[src/rtl/airi5c_uart_rx.sv]
// AIRI5C UART receiver: synchronises rx, deframes start/data/parity/stop, queues
// received words in a small FIFO and drives the active-low rts flow-control line.
module airi5c_uart_rx #(
  parameter int STACK_ADDR_WIDTH = 5,
  parameter int RTS_MARGIN       = 2
) (
  input  logic                      clk,
  input  logic                      n_reset,
  input  logic                      clear,
  input  logic                      rx,
  output logic                      rts,
  input  logic [31:0]               ctrl_reg,
  input  logic                      pop,
  output logic [8:0]                data_out,
  output logic [STACK_ADDR_WIDTH:0] size,
  output logic                      empty,
  output logic                      full,
  output logic                      parity_error,
  output logic                      frame_error,
  output logic                      overflow_error
);

  localparam int DEPTH = 1 << STACK_ADDR_WIDTH;
  localparam logic [STACK_ADDR_WIDTH:0] DEPTH_W  = DEPTH[STACK_ADDR_WIDTH:0];
  localparam logic [STACK_ADDR_WIDTH:0] MARGIN_W = RTS_MARGIN[STACK_ADDR_WIDTH:0];
  localparam logic [1:0] PAR_NONE = 2'b00;
  localparam logic [1:0] PAR_EVEN = 2'b01;
  localparam logic [1:0] PAR_ODD  = 2'b10;

  typedef enum logic [4:0] {
    ST_IDLE   = 5'b00001,
    ST_START  = 5'b00010,
    ST_DATA   = 5'b00100,
    ST_PARITY = 5'b01000,
    ST_STOP   = 5'b10000
  } state_e;

  state_e state_q, state_d;
  logic        rx_meta_q, rx_sync_q;
  logic [23:0] cnt_q, cnt_d;
  logic [3:0]  bit_q, bit_d;
  logic [8:0]  data_q, data_d;
  logic        par_bad_q, par_bad_d;
  logic        frm_bad_q, frm_bad_d;
  logic        push_q, push_d;
  logic        par_err_q, frm_err_q, ovf_err_q, rts_q;

  logic [STACK_ADDR_WIDTH-1:0] wr_ptr_q, rd_ptr_q;
  logic [STACK_ADDR_WIDTH:0]   count_q;
  logic [8:0]                  mem_q [DEPTH];

  logic [23:0] baud_s, baud_m1_s, half_s;
  logic [3:0]  last_bit_s;
  logic [1:0]  parity_s;
  logic        flow_s, wr_en_s, rd_en_s, full_s, empty_s;
  logic [STACK_ADDR_WIDTH:0] free_s;
  logic        unused_stop_s;

  assign baud_s        = ctrl_reg[23:0];
  assign baud_m1_s     = baud_s - 24'd1;
  assign half_s        = {1'b0, baud_s[23:1]};
  assign last_bit_s    = {1'b0, ctrl_reg[31:29]} + 4'd4;
  assign parity_s      = ctrl_reg[28:27];
  assign flow_s        = ctrl_reg[24];
  // Only the first stop bit is ever sampled, so the stop-bit count needs no decoding.
  assign unused_stop_s = ^ctrl_reg[26:25];

  assign full_s   = (count_q == DEPTH_W);
  assign empty_s  = (count_q == {(STACK_ADDR_WIDTH+1){1'b0}});
  assign wr_en_s  = push_q & ~full_s & ~clear;
  assign rd_en_s  = pop & ~empty_s & ~clear;
  assign free_s   = DEPTH_W - count_q;

  assign size           = count_q;
  assign empty          = empty_s;
  assign full           = full_s;
  assign data_out       = empty_s ? 9'd0 : mem_q[rd_ptr_q];
  assign parity_error   = par_err_q;
  assign frame_error    = frm_err_q;
  assign overflow_error = ovf_err_q;
  assign rts            = rts_q;

  // Two-stage synchroniser; idle level is high.
  always_ff @(posedge clk or negedge n_reset) begin
    if (!n_reset) begin
      rx_meta_q <= 1'b1;
      rx_sync_q <= 1'b1;
    end else begin
      rx_meta_q <= rx;
      rx_sync_q <= rx_meta_q;
    end
  end

  // Frame state register.
  always_ff @(posedge clk or negedge n_reset) begin
    if (!n_reset) begin
      state_q   <= ST_IDLE;
      cnt_q     <= 24'd0;
      bit_q     <= 4'd0;
      data_q    <= 9'd0;
      par_bad_q <= 1'b0;
      frm_bad_q <= 1'b0;
      push_q    <= 1'b0;
    end else begin
      state_q   <= state_d;
      cnt_q     <= cnt_d;
      bit_q     <= bit_d;
      data_q    <= data_d;
      par_bad_q <= par_bad_d;
      frm_bad_q <= frm_bad_d;
      push_q    <= push_d;
    end
  end

  // Comparisons use >= so a baud change mid-frame still terminates the frame.
  always_comb begin
    state_d   = state_q;
    cnt_d     = cnt_q + 24'd1;
    bit_d     = bit_q;
    data_d    = data_q;
    par_bad_d = par_bad_q;
    frm_bad_d = frm_bad_q;
    push_d    = 1'b0;
    case (state_q)
      ST_IDLE: begin
        cnt_d = 24'd0;
        if (!rx_sync_q) begin
          state_d = ST_START;
          cnt_d   = 24'd1;
        end else begin
          state_d = ST_IDLE;
        end
      end
      ST_START: begin
        if (cnt_q >= half_s) begin
          cnt_d = 24'd0;
          if (!rx_sync_q) begin
            state_d   = ST_DATA;
            bit_d     = 4'd0;
            data_d    = 9'd0;
            par_bad_d = 1'b0;
            frm_bad_d = 1'b0;
          end else begin
            state_d = ST_IDLE;
          end
        end else begin
          state_d = ST_START;
        end
      end
      ST_DATA: begin
        if (cnt_q >= baud_m1_s) begin
          cnt_d          = 24'd0;
          data_d[bit_q]  = rx_sync_q;
          if (bit_q >= last_bit_s) begin
            state_d = (parity_s != PAR_NONE) ? ST_PARITY : ST_STOP;
          end else begin
            bit_d = bit_q + 4'd1;
          end
        end else begin
          state_d = ST_DATA;
        end
      end
      ST_PARITY: begin
        if (cnt_q >= baud_m1_s) begin
          cnt_d   = 24'd0;
          state_d = ST_STOP;
          case (parity_s)
            PAR_EVEN: par_bad_d = (^data_q) ^ rx_sync_q;
            PAR_ODD:  par_bad_d = ~((^data_q) ^ rx_sync_q);
            default:  par_bad_d = 1'b0;
          endcase
        end else begin
          state_d = ST_PARITY;
        end
      end
      ST_STOP: begin
        if (cnt_q >= baud_m1_s) begin
          cnt_d     = 24'd0;
          state_d   = ST_IDLE;
          frm_bad_d = ~rx_sync_q;
          push_d    = 1'b1;
        end else begin
          state_d = ST_STOP;
        end
      end
      default: begin
        state_d = ST_IDLE;
        cnt_d   = 24'd0;
      end
    endcase
    if (clear) begin
      state_d = ST_IDLE;
      cnt_d   = 24'd0;
      push_d  = 1'b0;
    end
  end

  // FIFO pointers, fill level, sticky error flags and rts.
  always_ff @(posedge clk or negedge n_reset) begin
    if (!n_reset) begin
      wr_ptr_q  <= '0;
      rd_ptr_q  <= '0;
      count_q   <= '0;
      par_err_q <= 1'b0;
      frm_err_q <= 1'b0;
      ovf_err_q <= 1'b0;
      rts_q     <= 1'b1;
    end else begin
      rts_q <= flow_s ? (free_s <= MARGIN_W) : 1'b0;
      if (clear) begin
        wr_ptr_q  <= '0;
        rd_ptr_q  <= '0;
        count_q   <= '0;
        par_err_q <= 1'b0;
        frm_err_q <= 1'b0;
        ovf_err_q <= 1'b0;
      end else begin
        if (wr_en_s) begin
          wr_ptr_q <= wr_ptr_q + 1'b1;
        end
        if (rd_en_s) begin
          rd_ptr_q <= rd_ptr_q + 1'b1;
        end
        count_q <= count_q + {{STACK_ADDR_WIDTH{1'b0}}, wr_en_s}
                           - {{STACK_ADDR_WIDTH{1'b0}}, rd_en_s};
        if (push_q) begin
          par_err_q <= par_err_q | par_bad_q;
          frm_err_q <= frm_err_q | frm_bad_q;
          ovf_err_q <= ovf_err_q | full_s;
        end
      end
    end
  end

  // Word storage; contents are only observable through the pointers.
  always_ff @(posedge clk) begin
    if (wr_en_s) begin
      mem_q[wr_ptr_q] <= data_q;
    end
  end

endmodule

[config.mk]
export PLATFORM = sky130hd
export DESIGN_NAME = airi5c_uart_rx
export DESIGN_NICKNAME = d
export VERILOG_FILES = /design/src/rtl/airi5c_uart_rx.sv
export SDC_FILE = /design/constraint.sdc
export NUM_CORES = 1
export LEC_CHECK = 0
export CELL_PAD_IN_SITES_DETAIL_PLACEMENT = 2
export CELL_PAD_IN_SITES_GLOBAL_PLACEMENT = 2
export CORE_UTILIZATION = 43
export CTS_CLUSTER_DIAMETER = 120
export DETAILED_ROUTE_END_ITERATION = 12
export PLACE_DENSITY = 0.76
export RECOVER_POWER = 50
export REMOVE_ABC_BUFFERS = 1
export SLEW_MARGIN = 20
export SYNTH_ARGS = -nofsm -noshare
export SYNTH_HDL_FRONTEND = slang
export SYNTH_SLANG_ARGS = --single-unit
[constraint.sdc]
create_clock -name clk -period 4.12 [get_ports clk]
set_input_delay 0.824 -clock clk [delete_from_list [all_inputs] [get_ports clk]]
set_output_delay 0.824 -clock clk [all_outputs]
set_load 0.02 [all_outputs]
==> results.json, run 1 <==
{
  "drv_cap": 10,
  "edf_count": 288,
  "openroad.warnings": 38,
  "comb_power_share_pct": 16.7,
  "wl_met3_um": 1980,
  "wl_per_cell_um": 27.4,
  "hpwl_um": 31400,
  "avgSynthCellArea_um2": 15.5,
  "h-tree-depth": 2,
  "powerDensity_nw_per_um2": 451,
  "swShare_pct": 25.4,
  "grt-busiest-layer": "met2",
  "grt_pass1_wl_um": 70500,
  "buf_share_pct": 7.53,
  "clk_pin_slew_ns": 0.06,
  "cp_num_buf_inv": 3,
  "cts_buffers": 37,
  "status": "finished with violations",
  "grt_max_degree": 68,
  "seq_area_frac_synth_pct": 63.4,
  "detail_route.vias_per_cell": 5.60,
  "portBuffers": 55,
  "top_cell": "edfxtp_1",
  "syn_inst": 1050,
  "cts_tree": "done",
  "gp_congestion": 0.745,
  "synthAoiAreaFrac_pct": 3.00,
  "area_leaders": "edfxtp_1 53%, mux4_2 12%, dfrtp_1 9.7%",
  "grtUsageMet1_pct": 29.4,
  "cp_slowest_stage_delay_ns": 0.56,
  "largest_reg_flops": 288,
  "setup_viol": 0,
  "pre_cts_ws_ns": -0.988,
  "synthMuxAreaShare_pct": 13.8,
  "cts_setup_buffers": 3,
  "adder_share_pct": 5.88,
  "die_area_um2": 38700,
  "grt_use_met3_pct": 3.37,
  "overflow": 0,
  "logic_gate_count": 615,
  "reg2reg_depth": 14,
  "drt_iter0_drc": 610,
  "reg2reg_to": "size[4]$_DFF_PN0_",
  "ys.flop_type": "edfxtp_1",
  "p_seq_share_pct": 44.4,
  "drive_above_1_share_pct": 23.5,
  "startpoint": "rd_ptr_q[0]$_DFFE_PN0P_",
  "tightest_slew_ns": 2.01,
  "clockBufferDepth": 3,
  "ys_chip_area_um2": 16300,
  "ys_sh_simple_pct": 8.35,
  "ys_warn_count": 0,
  "final_cell_mix": "288 x edfxtp_1, 111 x nor2_1, 92 x buf_4",
  "path_cells": "buf_4 -> clkbuf_16 -> mux4_2 -> mux4_2 -> mux2i_1 -> nor2_1 -> clkdlybuf4s50_1",
  "top_area_share_pct": 53.1,
  "ff2ff_setup_slack_ns": 0.54,
  "inverters_excl_clock": 47,
  "r2r-start": "size[1]$_DFF_PN0_",
  "sh_comb_area_pct": 29.5,
  "violations": "capacitance limit, slew limit",
  "critPathMaxFanout": 10,
  "start_kind": "flop",
  "cts_sinks": 355,
  "ys_cells": 1050,
  "fin_tns_setup_ns": 0,
  "dr.pass1.iters": 4,
  "logic_area_um2": 5810,
  "worst_setup_path_end_kind": "output pin",
  "largestRegisters": "mem_q x288, cnt_q x24, data_q x9",
  "num-nets-final": 1337,
  "clkCellAreaFrac_pct": 6.20,
  "setup_slack_ns": 0.0719,
  "syn_area_um2": 16300,
  "antenna_found_initial": 4,
  "met1_length_um": 18300,
  "path_depth": 7,
  "slew_viol_final": 380,
  "cp_top_family": "multiplexers",
  "ys_ff": 355,
  "placed_area_um2": 18100,
  "critical_path_arrival_ns": 3.22,
  "crit_end": "data_out[6]",
  "logic_family": "multiplexers",
  "hold_class": "flop to flop",
  "largest_register": "mem_q",
  "regArea_um2": 10300,
  "skew_ns": 0.0191,
  "antennaDiodeCount": 2,
  "routed_wl_um": 48100
}
==> run 1: how the worst min path moves through the flow <==
stage                        start                  end  depth (start not counted)
3_3_place_gp   rx_meta_q$_DFF_PN1_  rx_sync_q$_DFF_PN1_                          0
2_1_floorplan  rx_meta_q$_DFF_PN1_  rx_sync_q$_DFF_PN1_                          0
5_1_grt        rx_meta_q$_DFF_PN1_  rx_sync_q$_DFF_PN1_                          0
6_report       rx_meta_q$_DFF_PN1_  rx_sync_q$_DFF_PN1_                          0
4_1_cts        rx_meta_q$_DFF_PN1_  rx_sync_q$_DFF_PN1_                          0
3_5_place_dp   rx_meta_q$_DFF_PN1_  rx_sync_q$_DFF_PN1_                          0
run_1/floorplan.png
(2 px per um) Pins as bars on the die edge.
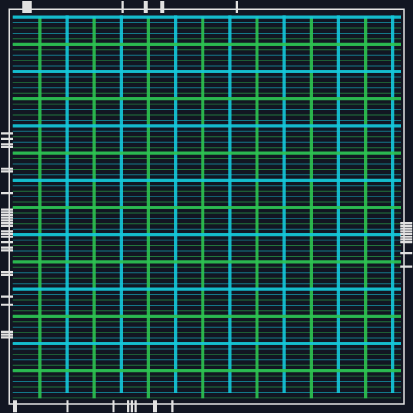
| net | colour |
|---|---|
| VSS | green |
| VDD | cyan |
met1 rails: 71
met5 straps: 14
rows: 70
signal pins: 58
Core Area: 37000 um2
Die X: 197 um
maximum vdd drop: 0.246 mV
Chip Height: 197 um

run_1/class_map.png
(1.5 px per um) Fill, decap, tap and diode cells in grey.
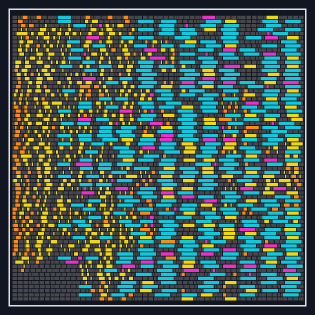
| class | colour | cells |
|---|---|---|
| remaining buffers and delay cells | orange | 168 |
| clock drivers and dummy loads | magenta | 65 |
| registers | cyan | 355 |
| remaining logic cells | yellow | 662 |
floorplan row count: 70
Util after Layout: 53.2%
sequential share of cell area: 52.6%
design area: 19700 um2

run_1/clock_wires.png
(3 px per um)
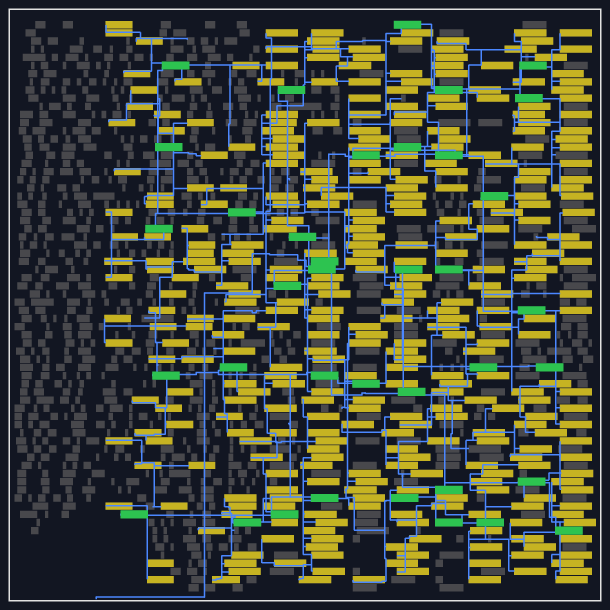
[clock-net drivers] green | count: 37
[clock wires] blue | length: 4610 um
[flip-flops] yellow | count: 355
flops lie: widely spread
Clk network pwr share: 38.9%
Clock Power: 3450 uW

## Run 2: what changed since run 1
--- a/config.mk
+++ b/config.mk
@@ -8,6 +8,7 @@
 export CELL_PAD_IN_SITES_DETAIL_PLACEMENT = 2
 export CELL_PAD_IN_SITES_GLOBAL_PLACEMENT = 2
 export CORE_UTILIZATION = 43
+export CTS_BUF_LIST = sky130_fd_sc_hd__clkbuf_8
 export CTS_CLUSTER_DIAMETER = 120
 export DETAILED_ROUTE_END_ITERATION = 12
 export PLACE_DENSITY = 0.76
run_2/clock_wires.png
(3 px per um)
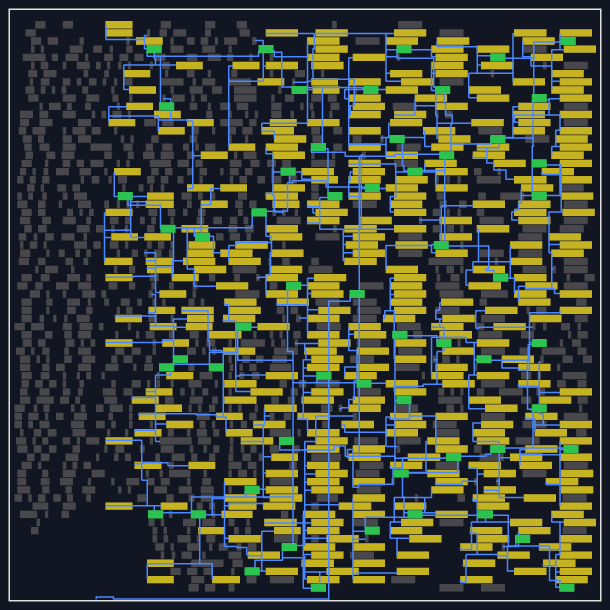
[clock wires] blue | length: 4710 um
[flip-flops] yellow | count: 355
[clock-net drivers] green | count: 56
flops lie: widely spread
Clock Power: 2800 uW
clk latency late pin: 0.61 ns
Worst Skew: 0.0209 ns

run_2/class_map.png
(1.5 px per um) Fill, decap, tap and diode cells in grey.
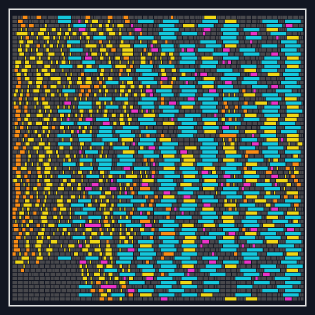
| class | colour | cells |
|---|---|---|
| remaining buffers and delay cells | orange | 169 |
| remaining logic cells | yellow | 662 |
| registers | cyan | 355 |
| clock drivers and dummy loads | magenta | 102 |
Util after Layout: 52.7%
design area: 19500 um2
sequential share of cell area: 53.0%

run_2/floorplan.png
(2 px per um) Pins as bars on the die edge.
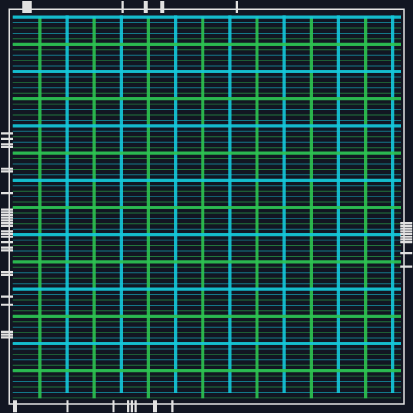
| net | colour |
|---|---|
| VSS | green |
| VDD | cyan |
met4 straps: 14
met1 rails: 71
met5 straps: 14
signal pins: 58
rows: 70
maximum vdd drop: 0.226 mV

==> run 2 against run 1 <==
- global-route usage is 0.68 points lower
- the run still ends with capacitance limit, slew limit left
- routed wire length is 3.7% lower
- final cell count is 2.1% higher
- count of clock-buffer cells in the layout is 14 higher
- sequential power hardly changed
- synthesized cell count stayed put
- via count is 0.18% lower
- sequential share of layout area is 0.44 points higher
- register-to-register slack worse by 0.08 ns
- core utilization is 0.44 points lower
==> results.json, run 2 <==
{
  "period_needed_ns": 4.01,
  "drt_iter0_drc": 576,
  "portBuffers": 55,
  "clockBufferDepth": 3,
  "ys_chip_area_um2": 16300,
  "die_area_um2": 38700,
  "startpoint": "rd_ptr_q[0]$_DFFE_PN0P_",
  "cts-root-buf": "clkbuf_8",
  "fin_crit_sh_pct": 97.3,
  "ant_nets": 0,
  "top_layer": "met4",
  "setup_slack_ns": 0.113,
  "status": "finished with violations",
  "hpwl_um": 31400,
  "grt_pass1_wl_um": 69400,
  "setup_viol": 0,
  "first_global_vias": 11200,
  "grt_use_met3_pct": 3.05,
  "fin_tns_setup_ns": 0,
  "seq_cells": 355,
  "clk_pin_slew_ns": 0.06,
  "grtUsageMet1_pct": 29.2,
  "ys_cells": 1050,
  "openroad.warnings": 39,
  "fp_util_pct": 44.1,
  "maxSlewHeadroom_pct": -33.1,
  "hold_depth": 0,
  "placed_area_um2": 18100,
  "cts_sinks": 355,
  "track_usage_pct": 24.5,
  "avgSynthCellArea_um2": 15.5,
  "clock_buffers": 57,
  "tightest_slew_ns": 2.00,
  "wl_met2_um": 25300,
  "start_kind": "flop",
  "wl_per_cell_um": 25.9,
  "r2r-start": "size[1]$_DFF_PN0_",
  "overflow": 0,
  "cts_buffers": 56,
  "nWellTaps": 504,
  "powerDensity_nw_per_um2": 420,
  "cp_num_buf_inv": 3,
  "h-tree-depth": 2,
  "worst_setup_path_end_kind": "output pin",
  "pre_cts_ws_ns": -0.988,
  "lay_top_count": "edfxtp_1",
  "critPathMaxFanout": 12,
  "hold_class": "flop to flop",
  "crit_top_cell": "mux4_2",
  "largestRegisters": "mem_q x288, cnt_q x24, data_q x9",
  "largest_reg_flops": 288,
  "hold-worst-slack_ns": 0.360,
  "power_leakage_uw": 0.00618,
  "met1_length_um": 18000,
  "logic_area_um2": 5840,
  "slew_viol_final": 380,
  "edf_count": 288,
  "dr.pass1.iters": 5,
  "largest_register": "mem_q",
  "cts_tree": "done",
  "antenna_found_initial": 1,
  "wl_met3_um": 1990,
  "drv_cap": 10,
  "ff2ff_setup_slack_ns": 0.46,
  "reg2reg_depth": 14,
  "ys.flop_type": "edfxtp_1",
  "met2_usage_pct": 46.3,
  "ys_warn_count": 0,
  "num-nets-final": 1357,
  "chipWidth_um": 197,
  "finalHoldViolations": 0,
  "inverters_excl_clock": 47,
  "logic_gate_count": 615,
  "area_leaders": "edfxtp_1 53%, mux4_2 12%, dfrtp_1 9.7%",
  "holdBufCountCts": 0,
  "gp_congestion": 0.745,
  "top_cell": "edfxtp_1",
  "buf_share_pct": 7.58,
  "top_area_share_pct": 53.1,
  "antennaDiodeCount": 0,
  "async_flop_share_pct": 18.9,
  "reg2reg_to": "size[4]$_DFF_PN0_",
  "row_count": 70,
  "clkCellAreaFrac_pct": 5.27,
  "ys_ff": 355,
  "violations": "capacitance limit, slew limit",
  "final_cells": 1792,
  "detail_route.vias_per_cell": 5.48,
  "grt_max_degree": 68,
  "core_um2": 37000,
  "pin_count": 58,
  "final_cell_mix": "288 x edfxtp_1, 114 x nor2_1, 92 x buf_4",
  "regArea_um2": 10300,
  "netlist_top_cells_count": "288 x edfxtp_1, 114 x nor2_1, 90 x mux4_2",
  "cp_top_family": "multiplexers",
  "seq_area_frac_synth_pct": 63.4,
  "nNonClkBuffers": 169,
  "crit_end": "data_out[7]",
  "routed_wl_um": 46400,
  "power.total_uw": 8190,
  "hold_end": "rx_sync_q$_DFF_PN1_",
  "cp_slowest_stage_delay_ns": 0.54,
  "syn_inst": 1050,
  "syn_area_um2": 16300,
  "path_depth": 7,
  "fp.dieH_um": 197,
  "sh_comb_area_pct": 30.0,
  "drive_above_1_share_pct": 23.9,
  "critical_path_arrival_ns": 3.18,
  "slowest_stage": "mux4_2",
  "path_cells": "buf_4 -> bufbuf_16 -> mux4_2 -> mux4_2 -> mux2i_1 -> nor2_1 -> dlygate4sd2_1",
  "min_from": "rx_meta_q$_DFF_PN1_",
  "grt-busiest-layer": "met2"
}
[run 2: cells by family (layout without fill, tap and decap cells)]
group	after synthesis	count (layout)	share of synthesized area (%)
compound gates	77	77	3.00
xor+xnor	68	68	3.66
fa+ha+maj	76	76	5.88
buf+inv	80	318	1.91
flops	355	355	63.4
mux	112	112	13.8
simple gates	282	282	8.35
[run 2: power breakdown]
group / leakage, uW / internal [uW] / total [uW] / switching [uW]
Clock: 0.000595 / 1410 / 2800 / 1390
Sequential: 0.00289 / 3870 / 3920 / 47.1
Combinational: 0.00270 / 682 / 1470 / 786
Total: 0.00618 / 5970 / 8190 / 2220
[run 2: timing repair]
action                                  CTS  global route
pin swaps                                 8            13
cloned                                    1             1
gates resized                            34            24
buffers inserted                          6             6
endpoints found under the setup margin   52            49
No activity file was given, so power comes from the tool's default toggle rates.
